[config.mk]
export PLATFORM = sky130hd
export DESIGN_NAME = ask4_decision
export DESIGN_NICKNAME = d
export VERILOG_FILES = /design/src/rtl/ask4_pkg.sv /design/src/rtl/ask4_decision_ref_sym_fifo.sv /design/src/rtl/ask4_decision.sv
export SDC_FILE = /design/constraint.sdc
export NUM_CORES = 1
export LEC_CHECK = 0
export ABC_CLOCK_PERIOD_IN_PS = 2400
export CORE_MARGIN = 3
export CORE_UTILIZATION = 50
export CTS_BUF_LIST = sky130_fd_sc_hd__clkbuf_8
export CTS_CLUSTER_DIAMETER = 30
export DETAILED_ROUTE_END_ITERATION = 6
export PLACE_DENSITY = 0.78
export SYNTH_ARGS = -nofsm -noshare
export SYNTH_HDL_FRONTEND = slang
export SYNTH_SLANG_ARGS = --single-unit
[constraint.sdc]
create_clock -name clk -period 2.4 [get_ports clk]
set_input_delay 0.72 -clock clk [delete_from_list [all_inputs] [get_ports clk]]
set_output_delay 0.72 -clock clk [all_outputs]
set_load 0.01 [all_outputs]
[src/rtl/ask4_pkg.sv]
// Shared types and constants for the 4-ASK symbol decision block.
// Level/threshold constants describe the default amplitude; the top re-derives them from LEVEL_A.
package ask4_pkg;

  typedef logic [1:0] sym_t;

  localparam int unsigned OSR            = 4;
  localparam int unsigned FIFO_DEPTH_DEF = 16;

  localparam logic signed [17:0] LEVEL_A_DEF = 18'sd32768;

  localparam logic signed [18:0] THR_POS = 19'sd65536;
  localparam logic signed [18:0] THR_NEG = -19'sd65536;

  localparam logic signed [18:0] LVL_M3 = -19'sd98304;
  localparam logic signed [18:0] LVL_M1 = -19'sd32768;
  localparam logic signed [18:0] LVL_P1 = 19'sd32768;
  localparam logic signed [18:0] LVL_P3 = 19'sd98304;

  localparam sym_t SYM_M3 = 2'b00;
  localparam sym_t SYM_M1 = 2'b01;
  localparam sym_t SYM_P1 = 2'b10;
  localparam sym_t SYM_P3 = 2'b11;

  // Reconstructed amplitude for a decided symbol, given unit amplitude a.
  function automatic logic signed [18:0] level_of(input sym_t s, input logic signed [18:0] a);
    logic signed [18:0] lvl;
    case (s)
      SYM_M3:  lvl = -(a + (a <<< 1));
      SYM_M1:  lvl = -a;
      SYM_P1:  lvl = a;
      default: lvl = a + (a <<< 1);
    endcase
    return lvl;
  endfunction

endpackage

[src/rtl/ask4_decision_ref_sym_fifo.sv]
// Synchronous FIFO holding transmitted reference symbols awaiting comparison.
// A push while full is accepted only when a pop frees a slot in the same cycle.
module ref_sym_fifo
  import ask4_pkg::*;
#(
  parameter int unsigned DEPTH = FIFO_DEPTH_DEF
) (
  input  logic       clk,
  input  logic       reset,
  input  logic       push,
  input  logic       pop,
  input  logic [1:0] wr_data,
  output logic [1:0] rd_data,
  output logic       full,
  output logic       empty
);

  localparam int unsigned AW = $clog2(DEPTH);

  sym_t          mem [DEPTH];
  logic [AW:0]   wr_ptr;
  logic [AW:0]   rd_ptr;
  logic          do_push;
  logic          do_pop;

  assign empty   = (wr_ptr == rd_ptr);
  assign full    = (wr_ptr[AW] != rd_ptr[AW]) && (wr_ptr[AW-1:0] == rd_ptr[AW-1:0]);
  assign do_pop  = pop && !empty;
  assign do_push = push && (!full || do_pop);
  assign rd_data = mem[rd_ptr[AW-1:0]];

  always_ff @(posedge clk or posedge reset) begin
    if (reset) begin
      wr_ptr <= '0;
      rd_ptr <= '0;
    end else begin
      if (do_push) wr_ptr <= wr_ptr + 1'b1;
      if (do_pop)  rd_ptr <= rd_ptr + 1'b1;
    end
  end

  // When full, the write slot equals the head slot; the head is read before it is overwritten.
  always_ff @(posedge clk) begin
    if (do_push) mem[wr_ptr[AW-1:0]] <= wr_data;
  end

endmodule

[src/rtl/ask4_decision.sv]
// 4-ASK hard-decision slicer with decision error output and reference-symbol error counting.
// One sample per symbol is sliced on the programmed phase; decisions are compared to a reference FIFO.
module ask4_decision
  import ask4_pkg::*;
#(
  parameter logic signed [17:0] LEVEL_A    = LEVEL_A_DEF,
  parameter int unsigned        FIFO_DEPTH = FIFO_DEPTH_DEF
) (
  input  logic        clk,
  input  logic        reset,
  input  logic [17:0] x_in,
  input  logic [1:0]  sam_phase,
  input  logic [1:0]  ref_sym,
  input  logic        ref_valid,
  input  logic        clr_cnt,
  output logic [1:0]  sym,
  output logic        sym_valid,
  output logic [17:0] dec_err,
  output logic [15:0] sym_cnt,
  output logic [15:0] err_cnt,
  output logic        ovf,
  output logic        udf
);

  localparam logic signed [18:0] A19 = {LEVEL_A[17], LEVEL_A};
  localparam logic signed [18:0] THR = A19 <<< 1;

  logic [1:0]         phase;
  logic               strobe;
  logic signed [18:0] x_ext;
  sym_t               slice;
  logic signed [18:0] diff;
  logic [17:0]        err_sat;

  sym_t               head;
  logic               fifo_full;
  logic               fifo_empty;
  logic               pop;
  logic               compare;

  always_ff @(posedge clk or posedge reset) begin
    if (reset) phase <= '0;
    else       phase <= phase + 2'd1;
  end

  assign strobe = (phase == sam_phase);
  assign x_ext  = {x_in[17], x_in};

  always_comb begin
    slice = SYM_M3;
    if (x_ext >= THR)             slice = SYM_P3;
    else if (x_ext >= 19'sd0)     slice = SYM_P1;
    else if (x_ext >= -THR)       slice = SYM_M1;
  end

  assign diff = x_ext - level_of(slice, A19);

  // 19-bit difference overflows the 18-bit output when its top two bits disagree.
  always_comb begin
    err_sat = diff[17:0];
    if (diff[18] != diff[17]) err_sat = diff[18] ? 18'h20000 : 18'h1FFFF;
  end

  always_ff @(posedge clk or posedge reset) begin
    if (reset) begin
      sym       <= '0;
      dec_err   <= '0;
      sym_valid <= 1'b0;
    end else begin
      sym_valid <= strobe;
      if (strobe) begin
        sym     <= slice;
        dec_err <= err_sat;
      end
    end
  end

  assign pop     = sym_valid && !fifo_empty;
  assign compare = pop;

  ref_sym_fifo #(
    .DEPTH(FIFO_DEPTH)
  ) u_fifo (
    .clk     (clk),
    .reset   (reset),
    .push    (ref_valid),
    .pop     (pop),
    .wr_data (ref_sym),
    .rd_data (head),
    .full    (fifo_full),
    .empty   (fifo_empty)
  );

  always_ff @(posedge clk or posedge reset) begin
    if (reset) begin
      sym_cnt <= '0;
      err_cnt <= '0;
      ovf     <= 1'b0;
      udf     <= 1'b0;
    end else if (clr_cnt) begin
      sym_cnt <= '0;
      err_cnt <= '0;
      ovf     <= 1'b0;
      udf     <= 1'b0;
    end else begin
      if (compare) begin
        if (sym_cnt != '1) sym_cnt <= sym_cnt + 16'd1;
        if ((head != sym) && (err_cnt != '1)) err_cnt <= err_cnt + 16'd1;
      end
      if (ref_valid && fifo_full && !pop) ovf <= 1'b1;
      if (sym_valid && fifo_empty)        udf <= 1'b1;
    end
  end

endmodule
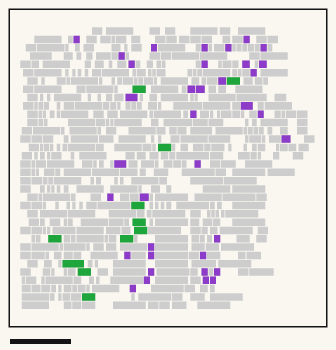
*Gate-type map*
Scale bar: 20 um.
Key: green = fa/ha/maj cells [cells 11, most used ha_1]; purple = and/or cells [cells 36, most used and2_1]

==> writeup.txt <==
The routed layout has 3603 vias. The post-route netlist has 13.8% of its cells at a drive strength greater than 1. The count of buffer and inverter cells on the critical path was 2.

The run gives 5840 um2 as the placed standard-cell area. The launch point of the worst min-delay path is recorded as phase[0]$_DFF_PP0_. The run gives 47 as the number of distinct library cells after synthesis.

The maximum fanout encountered on the critical timing path works out to 23. The top contributor to total power is sequential cells. According to the timing report, the critical path is launched from u_fifo.rd_ptr[0]$_DFFE_PP0P_. The standard-cell row count was 34; the post-synth tally of flip-flops with integrated enable was 32. The area share of and/or/nand/nor cells after synthesis is 18.2%. Per the area breakdown, the dominant cell category is registers. The worst vdd rail ir drop was 397 uV; the fraction of met3 tracks used by global routing was 5.43%. For this run, asynchronously set or reset flops after synthesis account for 67.7%.

Sequential elements use 55.5% of the synthesized area. In this run, the combinational gates consume 35.8% of the power. The vertical die dimension reported for this design is 103 um. With the flop and latch count out of synthesis at 99, the number of filler instances in the final layout is 651. Count of non-filler cells in the finished layout: 678. For hold timing, the worst endpoint is phase[0]$_DFF_PP0_. With the number of remaining DRC errors at 0, the number of buffers on the longest clock path is 2.

During I/O placement, the number of pins put on the boundary was 81. TritonCTS built the clock tree. Global routing consumed, on the met2 layer, 32.1% of the routing resources.

According to the timing report, the critical path is captured at err_cnt[9]$_DFFE_PP0P_. The number of instances on the worst hold path was 1. Endpoints with negative setup slack in the final report add up to 0. The slew at the pin closest to its max-slew limit came out at 557 ps. For the clock latency reported for the late side of the worst-skew pair, the log shows 360 ps.

The run gives 1.79 mW as the power in combinational cells. The launch point of the worst register-to-register path is recorded as u_fifo.rd_ptr[0]$_DFFE_PP0P_. Data required time of the critical path: 2690 ps. The leakage power figure is 2.53 nW. For reference, the post-synthesis area per instance comes to 10.7 um2. The run finished with clean final reports.

The logs give 15.2 ps for the clock skew and 43.1% for the share of power burned in registers. Final period demand of the worst path: 2400 ps. The utilization of the core after routing is 69.3%.

The register clock-pin slew on the reported worst setup and hold paths came out at 100 ps. The cell-internal power came out at 3.35 mW. The post-placement worst setup slack was -574 ps; the floorplan-stage core utilization was 52.9%. The worst setup path is of the reg2reg kind. Sequential cells placed in the final layout were counted as 99. The number of max-slew violations in the final report is 0. The final worst slack is 1.39 ps, and the clock network fraction of total power is 21.0%.

The number of warnings reported in the yosys synthesis log is 0. The run gives 444 as the gate count of the mapped netlist. Main kind of combinational logic by area: simple AND/OR/NAND/NOR gates. Recorded from the global router log, the overflow total was 0.
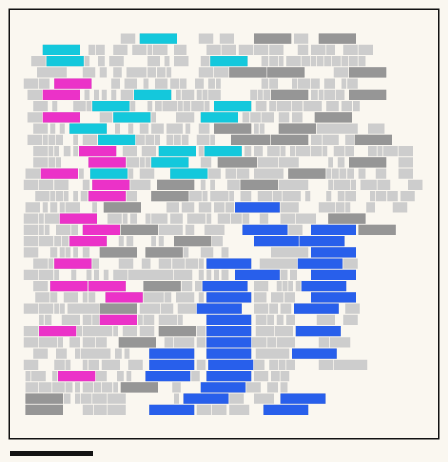
*Sequential cells coloured by netlist name*
Scale bar: 20 um. Other sequential cells in the stronger grey, the rest of the logic in the fainter grey.
Key: cyan = `sym_cnt` [flops 16]; magenta = `dec_err` [flops 18]; blue = `u_fifo.mem` [flops 32]
Seq power: 2.16 mW
sequential share of cell area: 42.5%
Seq. cell area: 2640 um2

==> kinds of logic (layout without fill, tap and decap cells) <==
kind of cell | Yosys count | count (layout)
AND-OR/OR-AND | 70 | 70
XOR/XNOR | 31 | 31
adder cells (fa/ha/maj) | 11 | 11
buffers and inverters | 39 | 147
flip-flops | 99 | 99
multiplexers | 21 | 21
AND/OR/NAND/NOR | 173 | 173
==> timing repair <==
item	4_1_cts	5_1_grt
cloned	0	2
setup buffers	1	2
hold buffers	0	0
pin swaps	0	4
setup endpoints to repair	23	34
gates resized	7	29
==> routing by layer <==
metal / vias up / wire length (um)
li1: 1752 / -
met1: 1726 / 4460
met2: 102 / 5070
met3: 23 / 678
met4: 0 / 254
met5: - / 0
==> state kept, by name, indices dropped and copies added, names as in the netlist <==
name,flops
u_fifo.mem,32
dec_err,18
err_cnt,16
sym_cnt,16
u_fifo.rd_ptr,5
u_fifo.wr_ptr,5
phase,2
sym,2
ovf,1
sym_valid,1
udf,1
==> synth_stat cells, types with 9 or more instances <==
| library cell | n |
|---|---|
| sky130_fd_sc_hd__nand2_1 | 44 |
| sky130_fd_sc_hd__and2_1 | 10 |
| sky130_fd_sc_hd__nand4_1 | 12 |
| sky130_fd_sc_hd__ha_1 | 10 |
| sky130_fd_sc_hd__inv_1 | 22 |
| sky130_fd_sc_hd__nor2_1 | 50 |
| sky130_fd_sc_hd__xnor2_1 | 20 |
| sky130_fd_sc_hd__o21ai_0 | 29 |
| sky130_fd_sc_hd__xor2_1 | 11 |
| sky130_fd_sc_hd__edfxtp_1 | 32 |
| sky130_fd_sc_hd__clkbuf_1 | 9 |
| sky130_fd_sc_hd__a21oi_1 | 21 |
| sky130_fd_sc_hd__dfrtp_1 | 67 |
| sky130_fd_sc_hd__mux2i_1 | 17 |
| sky130_fd_sc_hd__nor3_1 | 12 |
No activity file was given, so power comes from the tool's default toggle rates.
